Clock routing:
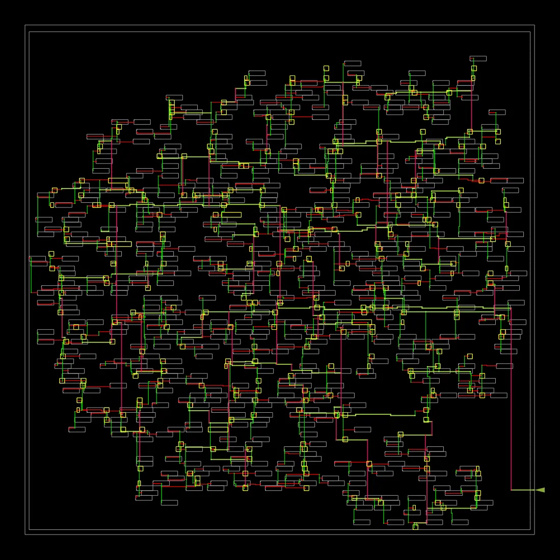
Routed metal, one colour a layer:
(1.5 px per micron)
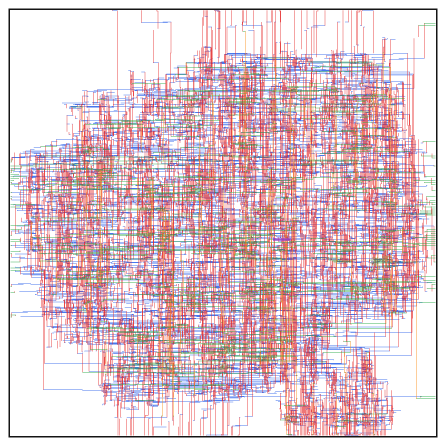
`config.mk`:
```
export PLATFORM = sky130hd
export DESIGN_NAME = decode_issue
export DESIGN_NICKNAME = d
export VERILOG_FILES = /design/src/rtl/decode_issue.sv
export SDC_FILE = /design/constraint.sdc
export NUM_CORES = 1
export LEC_CHECK = 0
export CORE_MARGIN = 2
export CORE_UTILIZATION = 45
export CTS_BUF_LIST = sky130_fd_sc_hd__clkbuf_4
export CTS_CLUSTER_DIAMETER = 100
export DETAILED_ROUTE_END_ITERATION = 10
export PLACE_DENSITY = 0.74
export SLEW_MARGIN = 10
export SYNTH_ARGS = -nofsm -noshare
export SYNTH_HDL_FRONTEND = slang
export SYNTH_SLANG_ARGS = --single-unit
```
`constraint.sdc`:
```
create_clock -name clk -period 5.1 [get_ports clk]
set_input_delay 1.02 -clock clk [delete_from_list [all_inputs] [get_ports clk]]
set_output_delay 1.02 -clock clk [all_outputs]
set_load 0.03 [all_outputs]
```
`src/rtl/decode_issue.sv`:
```
// Decode / register-read / writeback stage feeding the ALU: decodes instruction words, reads a 16x32 regfile, holds an issue register.
// Latency: issue outputs update one clock after capture; writeback and flags land on the retire edge (forwarded into a same-edge capture).
// Backpressure: instr_ready = !issue_valid || exe_ready; a stalled issue register holds every output and suppresses writeback.
//
// Ports:
//   clk, reset (async, active-low)
//   instr_valid / instr / instr_ready   : upstream instruction handshake
//   exe_ready / issue_valid             : ALU consume / issue register occupied
//   in1, in2, sbit, cond, opcode, srcontrol, imvalue : registered issue fields
//   inflags                             : NZCV flags register
//   alu_result, alu_outflags            : ALU outputs for the issued instruction
//   dbg_addr / dbg_data                 : asynchronous regfile read port
module decode_issue (
    input  logic        clk,
    input  logic        reset,
    input  logic        instr_valid,
    input  logic [31:0] instr,
    output logic        instr_ready,
    input  logic        exe_ready,
    output logic        issue_valid,
    output logic [31:0] in1,
    output logic [31:0] in2,
    output logic        sbit,
    output logic [3:0]  cond,
    output logic [3:0]  opcode,
    output logic [2:0]  srcontrol,
    output logic [15:0] imvalue,
    output logic [3:0]  inflags,
    input  logic [31:0] alu_result,
    input  logic [3:0]  alu_outflags,
    input  logic [3:0]  dbg_addr,
    output logic [31:0] dbg_data
);

    logic [31:0] r_regs [16];
    logic [3:0]  r_flags;
    logic        r_issue_valid;
    logic [31:0] r_in1;
    logic [31:0] r_in2;
    logic        r_sbit;
    logic [3:0]  r_cond;
    logic [3:0]  r_opcode;
    logic [2:0]  r_srcontrol;
    logic [15:0] r_imvalue;
    logic [3:0]  r_rd;

    logic        w_ready;
    logic        w_capture;
    logic        w_retire;
    logic        w_cond_met;
    logic        w_wb_en;
    logic        w_flg_en;
    logic [3:0]  w_rn;
    logic [3:0]  w_rm;
    logic [31:0] w_op1;
    logic [31:0] w_op2;
    logic        w_n;
    logic        w_z;
    logic        w_c;
    logic        w_v;

    assign w_ready   = !r_issue_valid || exe_ready;
    assign w_capture = instr_valid && w_ready;
    assign w_retire  = r_issue_valid && exe_ready;

    assign {w_n, w_z, w_c, w_v} = r_flags;

    // Condition is tested against the committed flags; the previous
    // instruction's update has already landed, so no flag bypass exists.
    always_comb begin
        w_cond_met = 1'b1;
        case (r_cond)
            4'b0001: w_cond_met = w_z;
            4'b0010: w_cond_met = !w_z && (w_n == w_v);
            4'b0011: w_cond_met = !w_z && (w_n != w_v);
            4'b0100: w_cond_met = (w_n == w_v);
            4'b0101: w_cond_met = (w_n != w_v);
            4'b0110: w_cond_met = !w_z && w_c;
            4'b0111: w_cond_met = !w_c;
            4'b1000: w_cond_met = w_c;
            default: w_cond_met = 1'b1;
        endcase
    end

    // Only opcodes 0000-0111 produce a register result.
    assign w_wb_en  = w_retire && w_cond_met && !r_opcode[3];
    assign w_flg_en = w_retire && w_cond_met && (r_sbit || (r_opcode == 4'b1000));

    assign w_rn = instr[15:12];
    assign w_rm = instr[11:8];

    // A capture on the retire edge must see the value being written back.
    assign w_op1 = (w_wb_en && (r_rd == w_rn)) ? alu_result : r_regs[w_rn];
    assign w_op2 = (w_wb_en && (r_rd == w_rm)) ? alu_result : r_regs[w_rm];

    always_ff @(posedge clk or negedge reset) begin
        if (!reset) begin
            for (int i = 0; i < 16; i++) begin
                r_regs[i] <= '0;
            end
            r_flags <= '0;
        end else begin
            if (w_wb_en) begin
                r_regs[r_rd] <= alu_result;
            end
            if (w_flg_en) begin
                r_flags <= alu_outflags;
            end
        end
    end

    always_ff @(posedge clk or negedge reset) begin
        if (!reset) begin
            r_issue_valid <= 1'b0;
            r_in1         <= '0;
            r_in2         <= '0;
            r_sbit        <= 1'b0;
            r_cond        <= '0;
            r_opcode      <= 4'b1111;
            r_srcontrol   <= '0;
            r_imvalue     <= '0;
            r_rd          <= '0;
        end else if (w_capture) begin
            r_issue_valid <= 1'b1;
            r_in1         <= w_op1;
            r_in2         <= w_op2;
            r_cond        <= instr[31:28];
            r_opcode      <= instr[27:24];
            r_sbit        <= instr[23];
            r_srcontrol   <= instr[22:20];
            r_rd          <= instr[19:16];
            r_imvalue     <= instr[15:0];
        end else if (w_retire) begin
            r_issue_valid <= 1'b0;
        end
    end

    assign instr_ready = w_ready;
    assign issue_valid = r_issue_valid;
    assign in1         = r_in1;
    assign in2         = r_in2;
    assign sbit        = r_sbit;
    assign cond        = r_cond;
    assign opcode      = r_opcode;
    assign srcontrol   = r_srcontrol;
    assign imvalue     = r_imvalue;
    assign inflags     = r_flags;
    assign dbg_data    = r_regs[dbg_addr];

endmodule

```
==> flow_metrics.py <==
# Physical implementation metrics
metrics = {
    "routing": {
        "drc": 0,
        "num_vias": 24900,
        "wire_per_inst_microns": 29.8,
        "first_iter_violations": 2541,
    },
    "yosys": {
        "ys_area_sq_um": 35300,
        "ys_sh_xor": 0.00224,
        "largest_area_cell": "dfrtp_1",
        "ys.flops": 613,
        "edf_count": 0,
        "avgSynthCellArea_sq_um": 15.0,
        "synthArstFlopShare": 1.00,
        "area_leaders": "dfrtp_1, mux4_2, mux2_2",
        "ys_seq_frac": 0.435,
        "top_cell": "dfrtp_1",
        "aoi_share": 0.0745,
        "syn_area_sq_um": 35300,
        "mux_area_frac": 0.431,
    },
    "pwr": {
        "ir_worst_vdd_mv": 0.235,
        "power_uw": 18300,
        "power.share.clock": 0.247,
        "powerDensity_nw_per_um2": 451,
        "intPower_uw": 12300,
    },
    "setup_path": {
        "end_kind": "primary output",
        "criticalPathCategory": "primary input to primary output",
        "worstPathRequired_ps": 4080,
    },
    "timing": {
        "finalClockPeriodUsage": 0.870,
        "post-route-min-period_ps": 4440,
        "rsz0062_at_grt": "no",
        "hold_violations": 0,
        "max-slew-margin-rel": 0.204,
        "skew_ps": 58.2,
    },
    "floorplanning": {
        "fp_util": 0.455,
        "dieWidth_microns": 284,
    },
    "cts": {
        "cts_buffer_depth": 3,
        "cts_tree": "yes",
        "cts_buffers": 163,
    },
    "grt": {
        "grt_max_degree": 139,
        "antenna_found_initial": 4,
        "gr-total-overflow": 0,
    },
    "placed_design": {
        "place_inst": 3376,
        "port-buffer-count": 205,
    },
    "finish": {
        "lay_top_count": "dfrtp_1",
        "syn2layout_area_growth_pct": 15.0,
        "instances_no_fill": 3667,
    },
    "outcome": {
        "outcome": "finished, final reports clean",
    },
}
-- 'clock routing' (at the start) --
CTS Sinks: 613
Flops: 613
layout clock buffer count: 236
Clk. pwr: 4510 uW

-- 'routed metal, one colour a layer' (at the start) --
Key: metal 2 = red [wire length 53.8 mm]; metal 5 = purple [wire length 10.1 microns]; metal 1 = blue [wire length 40.7 mm]; metal 3 = green [wire length 10500 microns]; metal 4 = orange [wire length 4490 microns]

## power groups by stage
stage | clock [uW] | combinational, uW | sequential, uW
after floorplan | 0 | 4020 | 7700
after global placement | 0 | 5780 | 7680
after detailed placement | 0 | 5960 | 7810
after CTS | 4610 | 5990 | 7740
after global routing | 4880 | 6290 | 8000
final | 4510 | 5970 | 7830
## area by class of cell
cell class / count / area (sq um)
Inverter: 2 / 7.51
Clock buffer: 236 / 1770
Tap cell: 1040 / 1300
Fill cell: 6302 / 36900
Antenna cell: 6 / 15.0
Multi-Input combinational cell: 1442 / 18900
Timing Repair Buffer: 279 / 2890
Sequential cell: 613 / 15300
Clock inverter: 49 / 338
## flip-flops by register name (all words and copies together), names as in the netlist, 3 cells and up
signal,count
cond,4
in2,32
r_rd,4
in1,32
inflags,4
opcode,4
r_regs,512
srcontrol,3
imvalue,16
## layer usage
| layer | routed length [microns] | GRT usage |
|---|---|---|
| met5 | 10 | 0 |
| met4 | 4490 | 0.119 |
| met3 | 10500 | 0.0772 |
| met2 | 53800 | 0.443 |
| met1 | 40700 | 0.345 |
## path summary, 6_finish.rpt
| check | from | to | slack (ps) |
|---|---|---|---|
| min in group clk | instr[9] | imvalue[9]$_DFFE_PN0P_ | 390 |
| min | reset | inflags[0]$_DFFE_PN0P_ | 80 |
| min reg2reg | imvalue[15]$_DFFE_PN0P_ | imvalue[15]$_DFFE_PN0P_ | 480 |
| max | dbg_addr[0] | dbg_data[12] | 660 |
| max in group asynchronous | reset | r_regs[186]$_DFFE_PN0P_ | 3710 |
| max reg2reg | cond[1]$_DFFE_PN0P_ | r_regs[252]$_DFFE_PN0P_ | 1650 |
## critical path, cell delays in order
cell	delay, ps
clkbuf_8	280
buf_4	330
mux4_2	540
mux4_2	560
clkdlybuf4s50_1	650
Power and IR drop assume default switching activity.
